File: config.mk
export PLATFORM = sky130hd
export DESIGN_NAME = pipeline_hazard_ctrl_flat
export DESIGN_NICKNAME = d
export VERILOG_FILES = /design/src/rtl/pipeline_hazard_ctrl_if.sv /design/src/rtl/pipeline_hazard_ctrl.sv /design/src/flat_wrapper.sv
export SDC_FILE = /design/constraint.sdc
export NUM_CORES = 1
export LEC_CHECK = 0
export ABC_AREA = 1
export CAP_MARGIN = 20
export CORE_UTILIZATION = 43
export CTS_CLUSTER_DIAMETER = 200
export DETAILED_ROUTE_END_ITERATION = 8
export HOLD_SLACK_MARGIN = 0.03
export PLACE_DENSITY = 0.89
export SYNTH_ARGS = -nofsm -noshare
export SYNTH_HDL_FRONTEND = slang
export SYNTH_SLANG_ARGS = --single-unit
File: constraint.sdc
create_clock -name clk -period 1.5 [get_ports clk]
set_clock_uncertainty 0.15 [all_clocks]
set_input_delay 0.15 -clock clk [delete_from_list [all_inputs] [get_ports clk]]
set_output_delay 0.15 -clock clk [all_outputs]
set_load 0.02 [all_outputs]
File: src/rtl/pipeline_hazard_ctrl_if.sv
// Hazard controller handshake bundle.
// Groups the per-stage hazard inputs coming from the core datapath/decode
// and the enable/flush/forward outputs going back to the pipeline registers.
//   master : core side (drives register/hazard info, receives controls)
//   slave  : pipeline_hazard_ctrl (receives hazard info, drives controls)
// Parameter RA_W: register-address width.
interface pipeline_hazard_ctrl_if #(
    parameter int RA_W = 5
);
    logic [RA_W-1:0] id_rs1;
    logic [RA_W-1:0] id_rs2;
    logic            id_use_rs1;
    logic            id_use_rs2;
    logic [RA_W-1:0] ex_rd;
    logic            ex_rb_wr;
    logic            ex_is_load;
    logic            ex_redirect;
    logic [RA_W-1:0] mem_rd;
    logic [RA_W-1:0] wb_rd;
    logic            mem_rb_wr;
    logic            wb_rb_wr;
    logic            mem_dm_req;
    logic            dm_ack;

    logic            pc_en;
    logic            if_id_en;
    logic            id_ex_en;
    logic            ex_mem_en;
    logic            mem_wb_en;
    logic            if_id_flush;
    logic            id_ex_flush;
    logic [1:0]      fwd_a;
    logic [1:0]      fwd_b;
    logic            mem_wait;

    modport master (
        output id_rs1, id_rs2, id_use_rs1, id_use_rs2,
        output ex_rd, ex_rb_wr, ex_is_load, ex_redirect,
        output mem_rd, wb_rd, mem_rb_wr, wb_rb_wr,
        output mem_dm_req, dm_ack,
        input  pc_en, if_id_en, id_ex_en, ex_mem_en, mem_wb_en,
        input  if_id_flush, id_ex_flush, fwd_a, fwd_b, mem_wait
    );

    modport slave (
        input  id_rs1, id_rs2, id_use_rs1, id_use_rs2,
        input  ex_rd, ex_rb_wr, ex_is_load, ex_redirect,
        input  mem_rd, wb_rd, mem_rb_wr, wb_rb_wr,
        input  mem_dm_req, dm_ack,
        output pc_en, if_id_en, id_ex_en, ex_mem_en, mem_wb_en,
        output if_id_flush, id_ex_flush, fwd_a, fwd_b, mem_wait
    );
endinterface

File: src/rtl/pipeline_hazard_ctrl.sv
// Hazard and stall controller for the five-stage RV32I pipeline.
// Drives PC / pipeline-register enables and flushes, detects load-use and
// EX redirects, freezes the pipe across multi-cycle data-memory accesses and
// selects EX operand forwarding.
// Ports:
//   clk  - core clock, rising edge
//   rst  - synchronous active-high reset
//   hz   - pipeline_hazard_ctrl_if.slave (hazard inputs, control outputs)
//   stall_cycles, mem_wait_cycles, flush_count - 32-bit event counters,
//          present only when HAZARD_PERF_CNT_EN is defined
//
// state    | meaning
// RUN      | normal flow; a pending data access without ack freezes the pipe
// MEM_WAIT | data access outstanding; pipe frozen until dm_ack
module pipeline_hazard_ctrl #(
    parameter int RA_W = 5
) (
    input  logic                  clk,
    input  logic                  rst,
    pipeline_hazard_ctrl_if.slave hz
`ifdef HAZARD_PERF_CNT_EN
    ,
    output logic [31:0]           stall_cycles,
    output logic [31:0]           mem_wait_cycles,
    output logic [31:0]           flush_count
`endif
);

    typedef enum logic {
        RUN      = 1'b0,
        MEM_WAIT = 1'b1
    } state_t;

    state_t          state;
    state_t          state_nxt;
    logic            freeze;
    logic            load_use;
    logic            stall_evt;
    logic            redir_evt;
    logic [RA_W-1:0] ex_rs1;
    logic [RA_W-1:0] ex_rs2;
    logic            ex_use1;
    logic            ex_use2;

    logic            pc_en_c, if_id_en_c, id_ex_en_c, ex_mem_en_c, mem_wb_en_c;
    logic            if_id_flush_c, id_ex_flush_c;
    logic [1:0]      fwd_a_c, fwd_b_c;

    assign load_use = hz.ex_is_load && hz.ex_rb_wr && (hz.ex_rd != '0) &&
                      ((hz.id_use_rs1 && (hz.id_rs1 == hz.ex_rd)) ||
                       (hz.id_use_rs2 && (hz.id_rs2 == hz.ex_rd)));

    // MEM beats WB because MEM holds the younger result; x0 never forwards.
    function automatic logic [1:0] fwd_sel(
        input logic [RA_W-1:0] rs,
        input logic            use_rs,
        input logic [RA_W-1:0] m_rd,
        input logic            m_wr,
        input logic [RA_W-1:0] w_rd,
        input logic            w_wr
    );
        if (use_rs && m_wr && (m_rd != '0) && (m_rd == rs))
            return 2'b01;
        else if (use_rs && w_wr && (w_rd != '0) && (w_rd == rs))
            return 2'b10;
        else
            return 2'b00;
    endfunction

    always_ff @(posedge clk) begin
        if (rst)
            state <= RUN;
        else
            state <= state_nxt;
    end

    always_comb begin
        state_nxt     = state;
        freeze        = 1'b0;
        pc_en_c       = 1'b1;
        if_id_en_c    = 1'b1;
        id_ex_en_c    = 1'b1;
        ex_mem_en_c   = 1'b1;
        mem_wb_en_c   = 1'b1;
        if_id_flush_c = 1'b0;
        id_ex_flush_c = 1'b0;
        stall_evt     = 1'b0;
        redir_evt     = 1'b0;

        case (state)
            RUN: begin
                if (hz.mem_dm_req && !hz.dm_ack) begin
                    freeze    = 1'b1;
                    state_nxt = MEM_WAIT;
                end
            end
            MEM_WAIT: begin
                if (hz.dm_ack)
                    state_nxt = RUN;
                else
                    freeze = 1'b1;
            end
            default: state_nxt = RUN;
        endcase

        if (rst) begin
            pc_en_c       = 1'b0;
            if_id_en_c    = 1'b0;
            id_ex_en_c    = 1'b0;
            ex_mem_en_c   = 1'b0;
            mem_wb_en_c   = 1'b0;
            if_id_flush_c = 1'b1;
            id_ex_flush_c = 1'b1;
            freeze        = 1'b0;
        end else if (freeze) begin
            // EX is held, so a pending redirect/load-use re-presents after release.
            pc_en_c     = 1'b0;
            if_id_en_c  = 1'b0;
            id_ex_en_c  = 1'b0;
            ex_mem_en_c = 1'b0;
            mem_wb_en_c = 1'b0;
        end else if (hz.ex_redirect) begin
            if_id_flush_c = 1'b1;
            id_ex_flush_c = 1'b1;
            redir_evt     = 1'b1;
        end else if (load_use) begin
            pc_en_c       = 1'b0;
            if_id_en_c    = 1'b0;
            id_ex_flush_c = 1'b1;
            stall_evt     = 1'b1;
        end

        if (rst) begin
            fwd_a_c = 2'b00;
            fwd_b_c = 2'b00;
        end else begin
            fwd_a_c = fwd_sel(ex_rs1, ex_use1, hz.mem_rd, hz.mem_rb_wr, hz.wb_rd, hz.wb_rb_wr);
            fwd_b_c = fwd_sel(ex_rs2, ex_use2, hz.mem_rd, hz.mem_rb_wr, hz.wb_rd, hz.wb_rb_wr);
        end
    end

    // Source copies travel with the ID/EX register; a bubble carries no sources.
    always_ff @(posedge clk) begin
        if (rst) begin
            ex_rs1  <= '0;
            ex_rs2  <= '0;
            ex_use1 <= 1'b0;
            ex_use2 <= 1'b0;
        end else if (id_ex_en_c) begin
            if (id_ex_flush_c) begin
                ex_rs1  <= '0;
                ex_rs2  <= '0;
                ex_use1 <= 1'b0;
                ex_use2 <= 1'b0;
            end else begin
                ex_rs1  <= hz.id_rs1;
                ex_rs2  <= hz.id_rs2;
                ex_use1 <= hz.id_use_rs1;
                ex_use2 <= hz.id_use_rs2;
            end
        end
    end

    assign hz.pc_en       = pc_en_c;
    assign hz.if_id_en    = if_id_en_c;
    assign hz.id_ex_en    = id_ex_en_c;
    assign hz.ex_mem_en   = ex_mem_en_c;
    assign hz.mem_wb_en   = mem_wb_en_c;
    assign hz.if_id_flush = if_id_flush_c;
    assign hz.id_ex_flush = id_ex_flush_c;
    assign hz.fwd_a       = fwd_a_c;
    assign hz.fwd_b       = fwd_b_c;
    assign hz.mem_wait    = (state == MEM_WAIT) && !rst;

`ifdef HAZARD_PERF_CNT_EN
    always_ff @(posedge clk) begin
        if (rst) begin
            stall_cycles    <= '0;
            mem_wait_cycles <= '0;
            flush_count     <= '0;
        end else begin
            if (stall_evt) stall_cycles    <= stall_cycles + 32'd1;
            if (freeze)    mem_wait_cycles <= mem_wait_cycles + 32'd1;
            if (redir_evt) flush_count     <= flush_count + 32'd1;
        end
    end
`endif

endmodule

File: src/flat_wrapper.sv
// flat-port wrapper written by rule: the top's interface ports become plain ports
module pipeline_hazard_ctrl_flat 
#(
    parameter int RA_W = 5
)
  (clk, rst, hz_id_rs1, hz_id_rs2, hz_id_use_rs1, hz_id_use_rs2, hz_ex_rd, hz_ex_rb_wr, hz_ex_is_load, hz_ex_redirect, hz_mem_rd, hz_wb_rd, hz_mem_rb_wr, hz_wb_rb_wr, hz_mem_dm_req, hz_dm_ack, hz_pc_en, hz_if_id_en, hz_id_ex_en, hz_ex_mem_en, hz_mem_wb_en, hz_if_id_flush, hz_id_ex_flush, hz_fwd_a, hz_fwd_b, hz_mem_wait);
  pipeline_hazard_ctrl_if #(.RA_W(RA_W)) hz_i ();
  input  logic clk;
  input  logic rst;
  input wire logic [$bits(hz_i.id_rs1)-1:0] hz_id_rs1;
  input wire logic [$bits(hz_i.id_rs2)-1:0] hz_id_rs2;
  input wire logic [$bits(hz_i.id_use_rs1)-1:0] hz_id_use_rs1;
  input wire logic [$bits(hz_i.id_use_rs2)-1:0] hz_id_use_rs2;
  input wire logic [$bits(hz_i.ex_rd)-1:0] hz_ex_rd;
  input wire logic [$bits(hz_i.ex_rb_wr)-1:0] hz_ex_rb_wr;
  input wire logic [$bits(hz_i.ex_is_load)-1:0] hz_ex_is_load;
  input wire logic [$bits(hz_i.ex_redirect)-1:0] hz_ex_redirect;
  input wire logic [$bits(hz_i.mem_rd)-1:0] hz_mem_rd;
  input wire logic [$bits(hz_i.wb_rd)-1:0] hz_wb_rd;
  input wire logic [$bits(hz_i.mem_rb_wr)-1:0] hz_mem_rb_wr;
  input wire logic [$bits(hz_i.wb_rb_wr)-1:0] hz_wb_rb_wr;
  input wire logic [$bits(hz_i.mem_dm_req)-1:0] hz_mem_dm_req;
  input wire logic [$bits(hz_i.dm_ack)-1:0] hz_dm_ack;
  output wire logic [$bits(hz_i.pc_en)-1:0] hz_pc_en;
  output wire logic [$bits(hz_i.if_id_en)-1:0] hz_if_id_en;
  output wire logic [$bits(hz_i.id_ex_en)-1:0] hz_id_ex_en;
  output wire logic [$bits(hz_i.ex_mem_en)-1:0] hz_ex_mem_en;
  output wire logic [$bits(hz_i.mem_wb_en)-1:0] hz_mem_wb_en;
  output wire logic [$bits(hz_i.if_id_flush)-1:0] hz_if_id_flush;
  output wire logic [$bits(hz_i.id_ex_flush)-1:0] hz_id_ex_flush;
  output wire logic [$bits(hz_i.fwd_a)-1:0] hz_fwd_a;
  output wire logic [$bits(hz_i.fwd_b)-1:0] hz_fwd_b;
  output wire logic [$bits(hz_i.mem_wait)-1:0] hz_mem_wait;
  assign hz_i.id_rs1 = hz_id_rs1;
  assign hz_i.id_rs2 = hz_id_rs2;
  assign hz_i.id_use_rs1 = hz_id_use_rs1;
  assign hz_i.id_use_rs2 = hz_id_use_rs2;
  assign hz_i.ex_rd = hz_ex_rd;
  assign hz_i.ex_rb_wr = hz_ex_rb_wr;
  assign hz_i.ex_is_load = hz_ex_is_load;
  assign hz_i.ex_redirect = hz_ex_redirect;
  assign hz_i.mem_rd = hz_mem_rd;
  assign hz_i.wb_rd = hz_wb_rd;
  assign hz_i.mem_rb_wr = hz_mem_rb_wr;
  assign hz_i.wb_rb_wr = hz_wb_rb_wr;
  assign hz_i.mem_dm_req = hz_mem_dm_req;
  assign hz_i.dm_ack = hz_dm_ack;
  assign hz_pc_en = hz_i.pc_en;
  assign hz_if_id_en = hz_i.if_id_en;
  assign hz_id_ex_en = hz_i.id_ex_en;
  assign hz_ex_mem_en = hz_i.ex_mem_en;
  assign hz_mem_wb_en = hz_i.mem_wb_en;
  assign hz_if_id_flush = hz_i.if_id_flush;
  assign hz_id_ex_flush = hz_i.id_ex_flush;
  assign hz_fwd_a = hz_i.fwd_a;
  assign hz_fwd_b = hz_i.fwd_b;
  assign hz_mem_wait = hz_i.mem_wait;
  pipeline_hazard_ctrl #(.RA_W(RA_W)) u_core (.clk(clk), .rst(rst), .hz(hz_i));
endmodule
==> changes_impl.md <==
### Implementation results

* Total area of multi-input combinational cells at 898.4 um2
* Vias per cell at 5.139
* Pin count of the biggest net entering global routing at 14
* Power in the clock group at between 0.0002 and 0.00025 W
* Classification of the worst-slack hold path: input port to flip-flop
* Fraction of the yosys area taken by sequential cells at 22.10%
* Unique cell type count in the Yosys netlist at 25
* Worst reg-to-reg setup slack at roughly 40 ps
* Final estimated routing congestion in global placement at 0.8672
* Normalized max-slew margin at between 80% and 90%
* Logic depth of the worst setup path including buffers at 5
* Status: finished, violations left
* Comb pwr at 0.000414 W
* Hold endpoint: u_core.ex_rs2[4]
* Kind of start point of the critical path: flip-flop
* Multi-input gates at 154
* Biggest area consumer among synthesized cells: sky130_fd_sc_hd__dfxtp_1
* Net count after synthesis at between 200 and 250
* Global-route wire length before repair at 5292 um
* Sequential share of cell area at 13.73%
* NonClk Buf Share at 31.61%
* Main power-consuming group: combinational cells
* Overall fraction of global-route tracks in use at 24.99%
* ClkCell Share at 1.322%
* Final worst path period need at 1679 ps
* DRT Pass-1 Iters at 6
* Area fraction in compound gates at 4.463%
* Placed wire-length estimate at 2523 um
* Register area at 272.8 um2
* Peak fanout along the critical path at 2
* Cells after synthesis at between 200 and 250
* Signed area change from the synthesized netlist to the final layout at 68.76%
* Yosys chip area at 1177 um2
* Number of H-tree branching levels at 1
* Tally of clock buffers in the finished layout at 4
* Die Y-Extent at 54.33 um
* Area leader share at roughly 22%
* Number of signal-net inverters in the final layout at 31
* Cell count listed in synth_stat.txt at roughly 200
* Post-route met1 wirelength at 1402 um
* Synth Flop Type: sky130_fd_sc_hd__dfxtp_1
* Final Hold Violating Endpoints at 0
* RSZ-0062 raised after global routing: true
* Share of total power in the clock network at 21.1%
* Critical path's top delay family: buffers and inverters
* Top Layout Cells: 66 x sky130_fd_sc_hd__nand2_1, 21 x sky130_fd_sc_hd__buf_4, 20 x sky130_fd_sc_hd__nor2_1
* Horiz. Die Dim at 54.33 um
* Switching part of the total at about a third
* Layout buffer count excluding clock buffers at a little over 70
* Kind of end point of the critical path: output port
* Hold Startpoint: hz_id_rs2[4]
* Core Rows at 18
* Number of cells on the worst hold path at 6
* CTS hold repair buffers at 0
* Detailed-route DRC error count at 0
* Post-synthesis instance area at around 1200 um2
* Syn avg cell area at 5.771 um2
* Violation count after the first detailed-routing iteration at 31
* Critical Path Most Common Cell: sky130_fd_sc_hd__buf_4
* Seq pwr share at a little under two fifths
* Count of flip-flops with a built-in enable after synthesis at 0
* Chip area at just under 3000 um2
* Number of logged tool warnings at 28
* Post-synth area hogs: sky130_fd_sc_hd__dfxtp_1 22%, sky130_fd_sc_hd__nand2_1 21%, sky130_fd_sc_hd__nor2_1 9.6%, sky130_fd_sc_hd__nand3_1 8.1%, sky130_fd_sc_hd__inv_1 8.0%
* Clock tree from TritonCTS: built
* Setup TNS at -995.7 ps
* Post-synthesis register bit count at 13
* Post-layout period usage at 111.9%
* Max-slew violation count at 0
* Relative contribution of combinational cells to total power at 41.3%
* Arrival @ worst endpoint at about 1400 ps
* WL/cell at 12.75 um
* Worst path cell trace: buf_4, xnor2_2, nand3_2, nor4_2, buf_4
* Worst setup path class: flip-flop to output port
* Sink Count at 13
* Power in sequential cells at 0.000376 W
* Violated checks: negative setup slack
* Yosys synthesis warning count at 0
* Post-route ant nets at 0
* Static power due to leakage at 1.033 nW
* Count of filler cells inserted in the layout at 185
* P per Cell Area at 503.6 nW/um2
* Number of max-capacitance violations reported at 0
* Cell Area, Placed at between 1500 and 2000 um2
* Share of cells above drive strength 1 at between 30% and 40%
* Buffer count from post-CTS setup fixing at 4
* Worst path buffer plus inverter count at 2
* And+or+nand+nor area frac at roughly 50%
* Count of cells resized by post-cts repair at between 100 and 150
* Dominant kind of cell by area: multi-input combinational cells
* Root Driver: sky130_fd_sc_hd__clkbuf_4
* Met3 wire length at around 220 um
* End point of the critical path: hz_fwd_b[0]
* Net switching power at 0.0003356 W
* Largest stage delay, worst path at 310 ps
* Most instantiated library cell after synthesis: sky130_fd_sc_hd__nand2_1
* Initial antenna violation count at 0
* Initial Util at between 40% and 50%
* Highest clock frequency the design can meet at 595.5 MHz
* Most instantiated logic cell after routing: sky130_fd_sc_hd__nand2_1
* Design area at 1987 um2
* Worst path setup slack after routing at -179.1 ps
* Top sig layer: met4
* Share of synthesized registers carrying an async set or reset at 0%
* Total design power at around 0.001 W
* Total clock buffers created by CTS at 3
* Insertion delay of the later-clocked pin in the worst-skew pair at 270 ps
* Number of cells in the finished layout apart from fillers at 303
* Worst path required time at 1200 ps
* Overflow left after global routing at 0
* Antenna Cells at 0
* End of the worst register-to-register path: u_core.ex_rs1[0]
* Vias in the first global route at 1348
* CP max stage cell: sky130_fd_sc_hd__dfxtp_1
* Clock-pin slew on the worst setup and hold paths at about 70 ps
* Fraction of area in multi-input gates at 45.21%
* Cell-internal power at 0.0006651 W
* Area fraction in full adders, half adders and majority gates at 0%
* Setup-failing EPs final at 11
* VDD IR max at 0.3664 mV
* Placed insts at 293
* Slew at the pin with the worst max-slew slack at between 200 and 300 ps
* Worst reg2reg path depth at 9
* WL met2 at about 2100 um
* List of most frequent post-synthesis cells: 67 x sky130_fd_sc_hd__nand2_1, 30 x sky130_fd_sc_hd__nor2_1, 25 x sky130_fd_sc_hd__inv_1, 19 x sky130_fd_sc_hd__nand3_1, 13 x sky130_fd_sc_hd__dfxtp_1
* Largest buffer count on any clock path at 2
* Area fraction in mux cells at 0%
* Reg-to-Reg Start: u_core.state
* Xor/xnor cell area share of the yosys netlist at around 9%
* Crit. Startpoint: u_core.ex_rs2[4]
* Total number of nets in the final design at 310
* Main logic family: simple AND/OR/NAND/NOR gates
==> run 1: registers in the layout (all words and copies together) (netlist names) <==
name,flops
u_core.ex_rs1,5
u_core.state,1
u_core.ex_rs2,5
u_core.ex_use1,1
u_core.ex_use2,1
==> run 1: per-stage QoR <==
stage	hold slack, ps	setup WS, ps	utilization, %
2_1_floorplan	166.4	59.40	-
3_3_place_gp	315.3	-719.8	71.83
3_5_place_dp	329.4	-755.5	71.83
4_1_cts	207.5	-191.0	75.94
5_1_grt	207.3	-314.1	78.77
6_report	183.3	-179.1	78.77
==> run 1: layer usage <==
layer	GRT usage, %	vias to the layer above
li1	-	770
met3	1.667	18
met4	16.67	0
met1	25.04	683
met2	48.37	86
met5	0	-
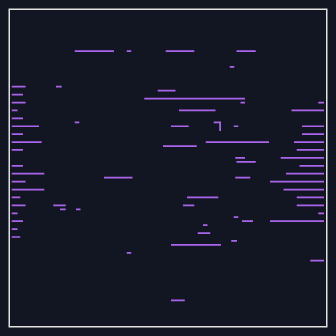
run_1/layer_met3.png
longest straight run: 17.0 um
main direction: horizontal
vias post-DR: 1557
global-route track usage on met3: 1.667%
sum of routed wire length over all layers: 3864 um

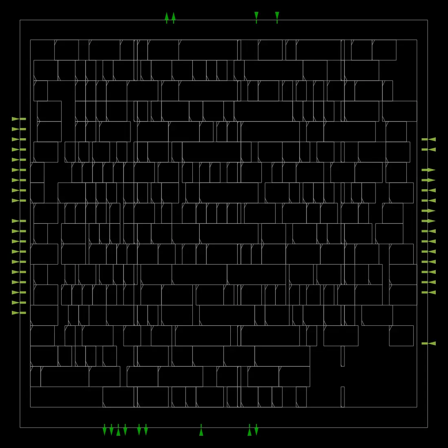
run_1/placement.png
Flops: 13
number of tapcells: 30

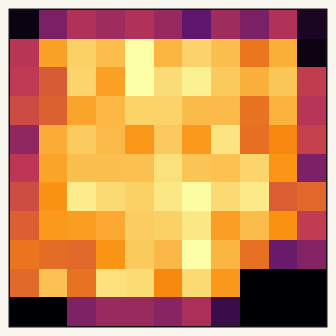
run_1/cell_density.png
The die is cut into 11 by 11 equal tiles; black is low, pale yellow is high, 0 to 100% covered.
mean over tiles: 66%
densest ninth of the die: centre
nearly empty tiles: 6.6%
fullest tile: 100%
area of the core region: 2522 um2
fraction of the core area covered by cells at the end of the flow: 78.77%

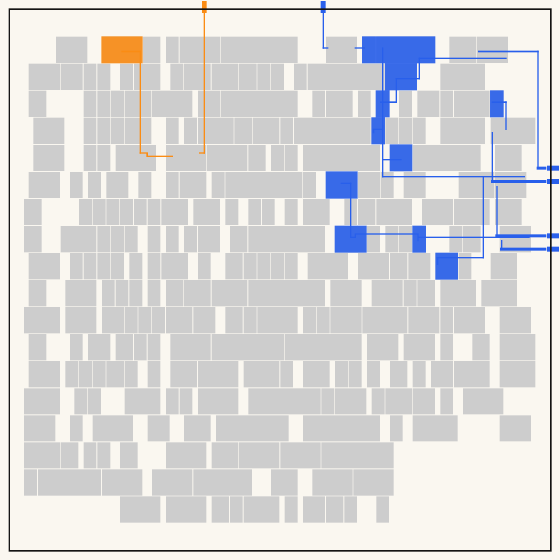
run_1/io_fan.png
| port | colour | bits | direction | edge | end cells | wire |
|---|---|---|---|---|---|---|
| hz_mem_rd | blue | 5 | input | 4 right, 1 top | 11 | 139 um |
| hz_id_ex_flush | orange | 1 | output | top | 1 | 30.2 um |
PortBufs: 47
number of top-level pins: 48

No activity file was given, so power comes from the tool's default toggle rates.
